**The metal 2 layer**

Drawn at 4 px/um.
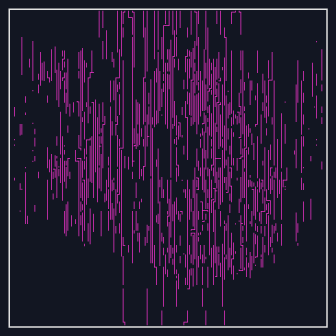
**Local utilization**

Drawn at 4 px/um. The die is cut into 8 by 8 equal tiles; black is low, pale yellow is high, 0 to 100% covered.
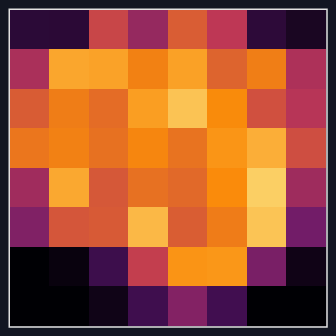
**Clock wiring as the flow saved it**

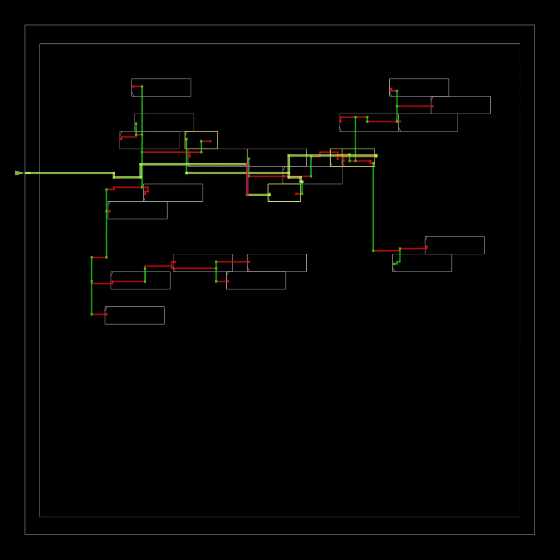
**Supply network**

Drawn at 4 px/um. Pins as bars on the die edge.
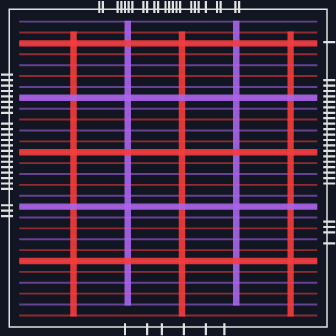
**Sequential cells grouped by signal name**

Drawn at 4 px/um. Other sequential cells in the stronger gray, the rest of the logic in the fainter gray.
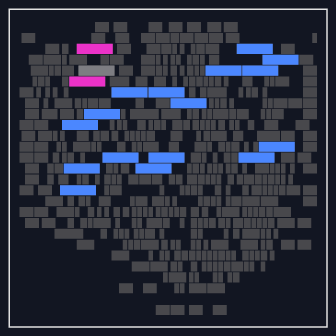
<file path="config.mk">
export PLATFORM = sky130hd
export DESIGN_NAME = pc_sequencer_flat
export DESIGN_NICKNAME = d
export VERILOG_FILES = /design/src/rtl/pc_sequencer_if.sv /design/src/rtl/pc_sequencer.sv /design/src/flat_wrapper.sv
export SDC_FILE = /design/constraint.sdc
export NUM_CORES = 1
export LEC_CHECK = 0
export ABC_AREA = 1
export CAP_MARGIN = 20
export CORE_MARGIN = 2
export CORE_UTILIZATION = 45
export CTS_CLUSTER_SIZE = 25
export DETAILED_ROUTE_END_ITERATION = 6
export HOLD_SLACK_MARGIN = 0.02
export PLACE_DENSITY = 0.89
export SYNTH_ARGS = -nofsm -noshare
export SYNTH_HDL_FRONTEND = slang
export SYNTH_SLANG_ARGS = --single-unit
</file>
<file path="constraint.sdc">
create_clock -name clock -period 6.6 [get_ports clock]
set_input_delay 1.32 -clock clock [delete_from_list [all_inputs] [get_ports clock]]
set_output_delay 1.32 -clock clock [all_outputs]
set_load 0.01 [all_outputs]
</file>
<file path="src/rtl/pc_sequencer_if.sv">
// Instruction-fetch handshake between pc_sequencer (master) and instruction memory (slave).
interface pc_sequencer_if;
  logic        imem_req;
  logic [15:0] imem_addr;
  logic        imem_ack;

  modport master (output imem_req, output imem_addr, input imem_ack);
  modport slave  (input imem_req, input imem_addr, output imem_ack);
endinterface

</file>
<file path="src/rtl/pc_sequencer.sv">
// Program-counter sequencer: fetch FSM, next-pc selection and optional return stack.
// Define PC_RETURN_STACK_EN to enable the call/return stack; without it call acts as jump.
module pc_sequencer #(
  parameter logic [15:0] RESET_VECTOR = 16'h0000,
  parameter int          RS_DEPTH     = 4
) (
  input  logic               clock,
  input  logic               reset_n,
  pc_sequencer_if.master     imem,
  output logic               instr_valid,
  input  logic               stall,
  input  logic               halt,
  input  logic               branch_taken,
  input  logic               jump,
  input  logic               call,
  input  logic               ret,
  input  logic signed [15:0] branch_offset,
  input  logic        [15:0] jump_target,
  output logic        [15:0] pc,
  output logic               rs_ovf,
  output logic               rs_unf,
  output logic        [1:0]  state
);

  typedef enum logic [1:0] {
    BOOT  = 2'd0,
    FETCH = 2'd1,
    WAIT  = 2'd2,
    HALT  = 2'd3
  } state_e;

  if (RS_DEPTH < 2 || RS_DEPTH > 16 || (RS_DEPTH & (RS_DEPTH - 1)) != 0) begin : g_bad_rs_depth
    $error("pc_sequencer: RS_DEPTH must be a power of two in 2..16");
  end

  state_e      state_q, state_d;
  logic [15:0] pc_q, pc_d;
  logic        instr_valid_q, instr_valid_d;
  logic        req;
  logic        ack;
  logic [15:0] pc_inc;
  logic [15:0] pc_br;

  // Request depends on stall combinationally so a stalled FETCH never issues.
  assign req            = (state_q == WAIT) || ((state_q == FETCH) && !stall);
  assign ack            = req && imem.imem_ack;
  assign imem.imem_req  = req;
  assign imem.imem_addr = pc_q;

  assign pc_inc = pc_q + 16'd1;
  assign pc_br  = pc_inc + $unsigned(branch_offset);

`ifdef PC_RETURN_STACK_EN
  localparam int              RS_AW      = $clog2(RS_DEPTH);
  localparam logic [RS_AW:0]  RS_FULL    = RS_DEPTH;
  localparam logic [RS_AW:0]  RS_CNT_ONE = 1;
  localparam logic [RS_AW-1:0] RS_PTR_ONE = 1;

  logic [15:0]      rs_mem_q [RS_DEPTH];
  logic [RS_AW-1:0] rs_ptr_q, rs_ptr_d, rs_ptr_dec;
  logic [RS_AW:0]   rs_cnt_q, rs_cnt_d;
  logic             rs_ovf_q, rs_ovf_d;
  logic             rs_unf_q, rs_unf_d;
  logic             rs_push, rs_pop, rs_empty;

  // Circular buffer: a push when full overwrites the oldest entry in place.
  assign rs_ptr_dec = rs_ptr_q - RS_PTR_ONE;
  assign rs_empty   = (rs_cnt_q == '0);
`endif

  always_comb begin
    state_d       = state_q;
    pc_d          = pc_q;
    instr_valid_d = ack;
`ifdef PC_RETURN_STACK_EN
    rs_push       = 1'b0;
    rs_pop        = 1'b0;
`endif

    case (state_q)
      BOOT:        state_d = FETCH;
      FETCH, WAIT: begin
        if (ack)      state_d = halt ? HALT : FETCH;
        else if (req) state_d = WAIT;
      end
      default:     state_d = HALT;
    endcase

    if (ack && !halt) begin
      if (jump) begin
        pc_d = jump_target;
      end else if (call) begin
        pc_d = jump_target;
`ifdef PC_RETURN_STACK_EN
        rs_push = 1'b1;
`endif
      end else if (ret) begin
`ifdef PC_RETURN_STACK_EN
        rs_pop = 1'b1;
        pc_d   = rs_empty ? pc_inc : rs_mem_q[rs_ptr_dec];
`else
        pc_d   = pc_inc;
`endif
      end else if (branch_taken) begin
        pc_d = pc_br;
      end else begin
        pc_d = pc_inc;
      end
    end
  end

`ifdef PC_RETURN_STACK_EN
  always_comb begin
    rs_ptr_d = rs_ptr_q;
    rs_cnt_d = rs_cnt_q;
    rs_ovf_d = rs_ovf_q;
    rs_unf_d = rs_unf_q;
    if (rs_push) begin
      rs_ptr_d = rs_ptr_q + RS_PTR_ONE;
      if (rs_cnt_q == RS_FULL) rs_ovf_d = 1'b1;
      else                     rs_cnt_d = rs_cnt_q + RS_CNT_ONE;
    end else if (rs_pop) begin
      if (rs_empty) begin
        rs_unf_d = 1'b1;
      end else begin
        rs_ptr_d = rs_ptr_dec;
        rs_cnt_d = rs_cnt_q - RS_CNT_ONE;
      end
    end
  end

  always_ff @(posedge clock) begin
    if (rs_push) rs_mem_q[rs_ptr_q] <= pc_inc;
  end

  assign rs_ovf = rs_ovf_q;
  assign rs_unf = rs_unf_q;
`else
  assign rs_ovf = 1'b0;
  assign rs_unf = 1'b0;
`endif

  always_ff @(posedge clock or negedge reset_n) begin
    if (!reset_n) begin
      state_q       <= BOOT;
      pc_q          <= RESET_VECTOR;
      instr_valid_q <= 1'b0;
`ifdef PC_RETURN_STACK_EN
      rs_ptr_q      <= '0;
      rs_cnt_q      <= '0;
      rs_ovf_q      <= 1'b0;
      rs_unf_q      <= 1'b0;
`endif
    end else begin
      state_q       <= state_d;
      pc_q          <= pc_d;
      instr_valid_q <= instr_valid_d;
`ifdef PC_RETURN_STACK_EN
      rs_ptr_q      <= rs_ptr_d;
      rs_cnt_q      <= rs_cnt_d;
      rs_ovf_q      <= rs_ovf_d;
      rs_unf_q      <= rs_unf_d;
`endif
    end
  end

  assign pc          = pc_q;
  assign state       = state_q;
  assign instr_valid = instr_valid_q;

endmodule

</file>
<file path="src/flat_wrapper.sv">
// flat-port wrapper written by rule: the top's interface ports become plain ports
module pc_sequencer_flat 
#(
  parameter logic [15:0] RESET_VECTOR = 16'h0000,
  parameter int          RS_DEPTH     = 4
)
  (clock, reset_n, instr_valid, stall, halt, branch_taken, jump, call, ret, branch_offset, jump_target, pc, rs_ovf, rs_unf, state, imem_imem_req, imem_imem_addr, imem_imem_ack);
  pc_sequencer_if imem_i ();
  input  logic clock;
  input  logic reset_n;
  output logic instr_valid;
  input  logic stall;
  input  logic halt;
  input  logic branch_taken;
  input  logic jump;
  input  logic call;
  input  logic ret;
  input  logic signed [15:0] branch_offset;
  input  logic        [15:0] jump_target;
  output logic        [15:0] pc;
  output logic rs_ovf;
  output logic rs_unf;
  output logic        [1:0] state;
  output wire logic [$bits(imem_i.imem_req)-1:0] imem_imem_req;
  output wire logic [$bits(imem_i.imem_addr)-1:0] imem_imem_addr;
  input wire logic [$bits(imem_i.imem_ack)-1:0] imem_imem_ack;
  assign imem_imem_req = imem_i.imem_req;
  assign imem_imem_addr = imem_i.imem_addr;
  assign imem_i.imem_ack = imem_imem_ack;
  pc_sequencer #(.RESET_VECTOR(RESET_VECTOR), .RS_DEPTH(RS_DEPTH)) u_core (.clock(clock), .reset_n(reset_n), .imem(imem_i), .instr_valid(instr_valid), .stall(stall), .halt(halt), .branch_taken(branch_taken), .jump(jump), .call(call), .ret(ret), .branch_offset(branch_offset), .jump_target(jump_target), .pc(pc), .rs_ovf(rs_ovf), .rs_unf(rs_unf), .state(state));
endmodule
</file>
==> qor.txt <==
CTS Buffer Depth - 2
PnR Total Power - 1.37 mW
Top Usage Layer GRT - met2
Reg power frac - 17.9%
Worst setup EP type - output pin
Mux area share - 0%
XOR/XNOR Area Share - 3.40%
initial antenna violation count - 0
Seq cells post-synth - 19
top cells, area - dfrtp_1 19%, nand2_1 14%, ha_1 12%
placed cell areas - 0.00321 mm^2
status - completed
Top-area cell share - 18.7%
yosys stat cell total - 391
drt wl/cell - 12.8 um
Clock group - 0.0850 mW
Commonest flop - dfrtp_1
tap cell count - 72
core area - 0.00547 mm^2
CTS tree - yes
Met3 Routed Length - 460 um
Pint - 0.678 mW
Clock Power Share - 6.2%
finished layout cell area - 0.00326 mm^2
Total GRT Usage - 21.6%
hpwl dp - 5380 um
slew margin rel. - 41.3%
Final Non-Filler Cells - 520
share of cells above drive strength 1 - 6.03%
-- 'the metal 2 layer' (at the start) --
nets with wire on the layer	431
main direction	vertical
longest straight run	34.3 um
share of all routed wire	50%
wire length on this layer	3300 um
WL final: 6630 um
Vias: 2722
met2 GRT Util: 39.7%

-- 'local utilization' (at the start) --
nearly empty tiles	7.8%
fullest tile	90%
mean over tiles	51%
emptiest ninth of the die	bottom left
tiles over 75% full	20%

-- 'clock wiring as the flow saved it' (at the start) --
CLK BUF: 3
worst skew pair latency: 0.27 ns
clock sink count: 19
Num CTS Buffers: 3
worst-case clock skew: 0.00556 ns

-- 'supply network' (at the start) --
net	color
VDD	purple
VSS	red
met5 straps	5
met4 straps	5
met1 rails	28
rows	27
die y size: 79.1 um
Die W: 79.1 um
VDD IR max: 0.272 mV

-- 'sequential cells grouped by signal name' (at the start) --
signal	color	placed flops
`u_core.state`	magenta	2
`u_core.imem.imem_addr`	blue	16
not colored	1
Seq. pwr: 0.246 mW
Core Util, Final: 59.5%
FF/Latch Area: 475 um^2
Seq/total area: 14.6%

Power and IR drop assume default switching activity.
